===== src/rtl/regfile_pkg.sv =====
// Shared types and default sizing for the scoreboarded register file.
// The optional write-through read path is enabled with REGFILE_BYPASS_EN.
package regfile_pkg;

  localparam int DEF_WIDTH = 4;
  localparam int DEF_DEPTH = 4;

  typedef enum logic {
    IDLE  = 1'b0,
    SWEEP = 1'b1
  } state_e;

endpackage


===== src/rtl/regfile_scoreboard.sv =====
// Pending-bit scoreboard: one reservation bit per register, set by the
// rsv handshake, cleared by an accepted write or by the clear sweep.
module regfile_scoreboard
  import regfile_pkg::*;
#(
  parameter int DEPTH = DEF_DEPTH,
  parameter int AW    = $clog2(DEPTH)
) (
  input  logic          clk,
  input  logic          reset_n,
  input  state_e        state,
  input  logic [AW-1:0] sweep_idx,
  input  logic          wr_acc,
  input  logic [AW-1:0] waddr,
  input  logic          rsv_valid,
  input  logic [AW-1:0] rsv_addr,
  input  logic [AW-1:0] raddr_a,
  input  logic [AW-1:0] raddr_b,
  output logic          rsv_ready,
  output logic          busy_a,
  output logic          busy_b
);

  logic [DEPTH-1:0] pend_q;
  logic [DEPTH-1:0] pend_d;
  logic             rsv_fire;

  assign rsv_ready = !pend_q[rsv_addr] && (state == IDLE);
  assign rsv_fire  = rsv_valid && rsv_ready;
  assign busy_a    = pend_q[raddr_a];
  assign busy_b    = pend_q[raddr_b];

  // NOTE: every always_comb output gets a default first so no latch is inferred.
  always_comb begin
    pend_d = pend_q;
    if (state == SWEEP) pend_d[sweep_idx] = 1'b0;
    if (wr_acc)         pend_d[waddr]     = 1'b0;
    // A reservation landing with a write to the same register wins.
    if (rsv_fire)       pend_d[rsv_addr]  = 1'b1;
  end

  // NOTE: sequential state uses non-blocking assignments only.
  always_ff @(posedge clk) begin
    if (!reset_n) pend_q <= '0;
    else          pend_q <= pend_d;
  end

endmodule


===== src/rtl/regfile_sb.sv =====
// Register file with two combinational read ports, a reservation scoreboard
// and a one-register-per-cycle clear sweep. Define REGFILE_BYPASS_EN for write-through reads.
module regfile_sb
  import regfile_pkg::*;
#(
  parameter  int WIDTH = DEF_WIDTH,
  parameter  int DEPTH = DEF_DEPTH,
  localparam int AW    = $clog2(DEPTH)
) (
  input  logic                   clk,
  input  logic                   reset_n,
  input  logic                   we,
  input  logic [AW-1:0]          waddr,
  input  logic [WIDTH-1:0]       wdata,
  input  logic [AW-1:0]          raddr_a,
  output logic [WIDTH-1:0]       rdata_a,
  input  logic [AW-1:0]          raddr_b,
  output logic [WIDTH-1:0]       rdata_b,
  output logic                   busy_a,
  output logic                   busy_b,
  input  logic                   rsv_valid,
  input  logic [AW-1:0]          rsv_addr,
  output logic                   rsv_ready,
  input  logic                   clr,
  output logic                   clr_busy,
  output logic [DEPTH*WIDTH-1:0] regs_flat
);

  localparam logic [AW-1:0] LAST_IDX = AW'(DEPTH - 1);

  state_e           state_q, state_d;
  logic [AW-1:0]    idx_q, idx_d;
  logic [WIDTH-1:0] regs_q [DEPTH];
  logic [WIDTH-1:0] regs_d [DEPTH];
  logic             wr_acc;

  assign wr_acc   = we && (state_q == IDLE);
  assign clr_busy = (state_q == SWEEP);

  always_comb begin
    state_d = state_q;
    idx_d   = idx_q;
    regs_d  = regs_q;
    case (state_q)
      IDLE: begin
        if (wr_acc) regs_d[waddr] = wdata;
        // A same-cycle clr lets the write land first; the sweep clears it later.
        if (clr) begin
          state_d = SWEEP;
          idx_d   = '0;
        end
      end
      SWEEP: begin
        regs_d[idx_q] = '0;
        if (idx_q == LAST_IDX) begin
          state_d = IDLE;
          idx_d   = '0;
        end else begin
          idx_d = idx_q + 1'b1;
        end
      end
      default: state_d = IDLE;
    endcase
  end

  // NOTE: the array is small flop storage that must read 0 after reset, so it is reset like any other state.
  always_ff @(posedge clk) begin
    if (!reset_n) begin
      state_q <= IDLE;
      idx_q   <= '0;
      regs_q  <= '{default: '0};
    end else begin
      state_q <= state_d;
      idx_q   <= idx_d;
      regs_q  <= regs_d;
    end
  end

`ifdef REGFILE_BYPASS_EN
  // wr_acc is never set in SWEEP, so the bypass cannot apply mid-sweep.
  always_comb begin
    rdata_a = (wr_acc && (waddr == raddr_a)) ? wdata : regs_q[raddr_a];
    rdata_b = (wr_acc && (waddr == raddr_b)) ? wdata : regs_q[raddr_b];
  end
`else
  always_comb begin
    rdata_a = regs_q[raddr_a];
    rdata_b = regs_q[raddr_b];
  end
`endif

  always_comb begin
    regs_flat = '0;
    for (int i = 0; i < DEPTH; i++) regs_flat[i*WIDTH +: WIDTH] = regs_q[i];
  end

  regfile_scoreboard #(
    .DEPTH (DEPTH),
    .AW    (AW)
  ) u_scoreboard (
    .clk       (clk),
    .reset_n   (reset_n),
    .state     (state_q),
    .sweep_idx (idx_q),
    .wr_acc    (wr_acc),
    .waddr     (waddr),
    .rsv_valid (rsv_valid),
    .rsv_addr  (rsv_addr),
    .raddr_a   (raddr_a),
    .raddr_b   (raddr_b),
    .rsv_ready (rsv_ready),
    .busy_a    (busy_a),
    .busy_b    (busy_b)
  );

endmodule


===== config.mk =====
export PLATFORM = sky130hd
export DESIGN_NAME = regfile_sb
export DESIGN_NICKNAME = d
export VERILOG_FILES = /design/src/rtl/regfile_pkg.sv /design/src/rtl/regfile_scoreboard.sv /design/src/rtl/regfile_sb.sv
export SDC_FILE = /design/constraint.sdc
export NUM_CORES = 1
export LEC_CHECK = 0
export CAP_MARGIN = 20
export CELL_PAD_IN_SITES_DETAIL_PLACEMENT = 1
export CELL_PAD_IN_SITES_GLOBAL_PLACEMENT = 2
export CORE_ASPECT_RATIO = 1.25
export CORE_MARGIN = 3
export CORE_UTILIZATION = 25
export DETAILED_ROUTE_END_ITERATION = 7
export PLACE_DENSITY_LB_ADDON = 0.1
export SLEW_MARGIN = 20
export SYNTH_ARGS = -nofsm -noshare
export SYNTH_HDL_FRONTEND = slang
export SYNTH_SLANG_ARGS = --single-unit

===== constraint.sdc =====
create_clock -name clk -period 1.5 [get_ports clk]
set_clock_uncertainty 0.2 [all_clocks]
set_input_delay 0.375 -clock clk [delete_from_list [all_inputs] [get_ports clk]]
set_output_delay 0.375 -clock clk [all_outputs]
set_load 0.01 [all_outputs]

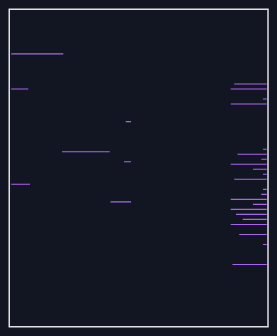
(the metal 3 layer)
nets with wire on the layer	26
wire length on this layer	168 microns
share of all routed wire	4.1%
main direction	horizontal
longest straight run	13.8 microns
Total Wirelength: 4100 microns
vias after detailed routing: 1,189

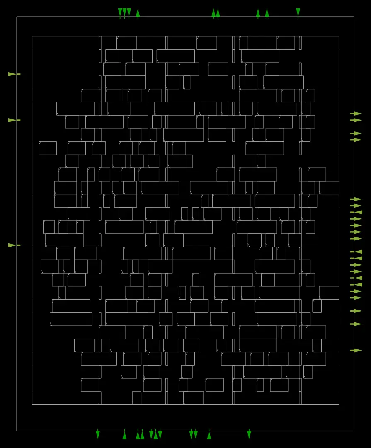
(placement view)
proportion of cell area occupied by registers: 23.2%
n_taps: 60
placeable core region: 0.00483 sq mm

==> critical path, stage by stage, from the launching register on <==
cell	delay, ps
sky130_fd_sc_hd__dfxtp_2	330
sky130_fd_sc_hd__buf_6	110
sky130_fd_sc_hd__mux4_2	480
sky130_fd_sc_hd__buf_6	140
==> per-stage QoR <==
stage | power (mW) | setup slack [ps]
6_report | 1.36 | -395
5_1_grt | 1.44 | -437
4_1_cts | 1.38 | -405
2_1_floorplan | 0.783 | -62.1
3_5_place_dp | 0.988 | -1120
3_3_place_gp | 0.982 | -1100
==> cell families (layout without fill, tap and decap cells) <==
group	Yosys count	count (layout)	synth area share (%)
buf+inv	5	93	2.27
flops	23	23	36.3
fa+ha+maj	4	4	3.94
mux	26	26	31.3
simple gates	43	43	21.0
compound gates	9	9	5.22
==> run summary <==
Flow results.

- The flow ran to the end, but the final reports show violations.
- The final reports fail on negative setup slack.
- The starting utilization of the core area is around a quarter.
- The final weighted congestion in routability-driven placement is around 0.76.
- The registers of the reported paths see a clock transition of approximately 80 ps.
- Summing all non-filler instances in the final layout gives an area of roughly 0.0021 sq mm.
- The period utilization is 126%.
- The hold slack is ~340 ps.
- Measured on the final layout, the clock distribution area share stands at about 2.1%.
- For reference, the top cells by area after synthesis are sky130_fd_sc_hd__dfxtp_1, sky130_fd_sc_hd__mux4_2, sky130_fd_sc_hd__mux2i_1.
- The synthesized area is 0.00127 sq mm.
- The final antenna diode tally reported by the flow is 0.
- Sorting the synthesized cells by how often they occur yields sky130_fd_sc_hd__dfxtp_1, sky130_fd_sc_hd__nor2_1, sky130_fd_sc_hd__mux2i_1.
- The number of placed instances, taps included is ~250.
- The setup TNS is -3370 ps.
- Setup slack on the critical path of the routed design comes to -395 ps.
- The met3 routing resource usage after global routing is 2.70%.
- The number of endpoints failing setup at the final stage is 11.
- The cell type with the highest aggregate area in the netlist is sky130_fd_sc_hd__dfxtp_1.
- The filler-free cell count of the finished design is 258.
- Global routing consumed, on the met1 layer, between 15 and 20% of the routing resources.
- The count of buffers inserted at the top-level ports is around 44.
- The register area is around 490 sq um.
- The area reported by Yosys stat is around 0.0013 sq mm.
- The die height is ~86 microns.
- Sequential cells were found to cover between 30% and 40% of the synthesized design area.
- The post-route netlist has about 60% of its cells at a drive strength greater than 1.
- The startpoint of the lowest-slack register-to-register path is clr_busy$_SDFF_PN0_.
- The class of the tightest hold or removal check is flip-flop to flip-flop.
- CTS added clock buffers totalling 3.
- STA shows the worst min-delay path finishing at regs_flat[8]$_SDFFE_PN0P_.
- The startpoint of the worst setup timing path is u_scoreboard.pend_q[3]$_SDFF_PN0_.
- The biggest area consumer among cell classes is logic gates.
- The report counts max-capacitance violations totalling 0.
- The register with the most flip-flops in the layout has 16 of them.
Power and IR drop assume default switching activity.
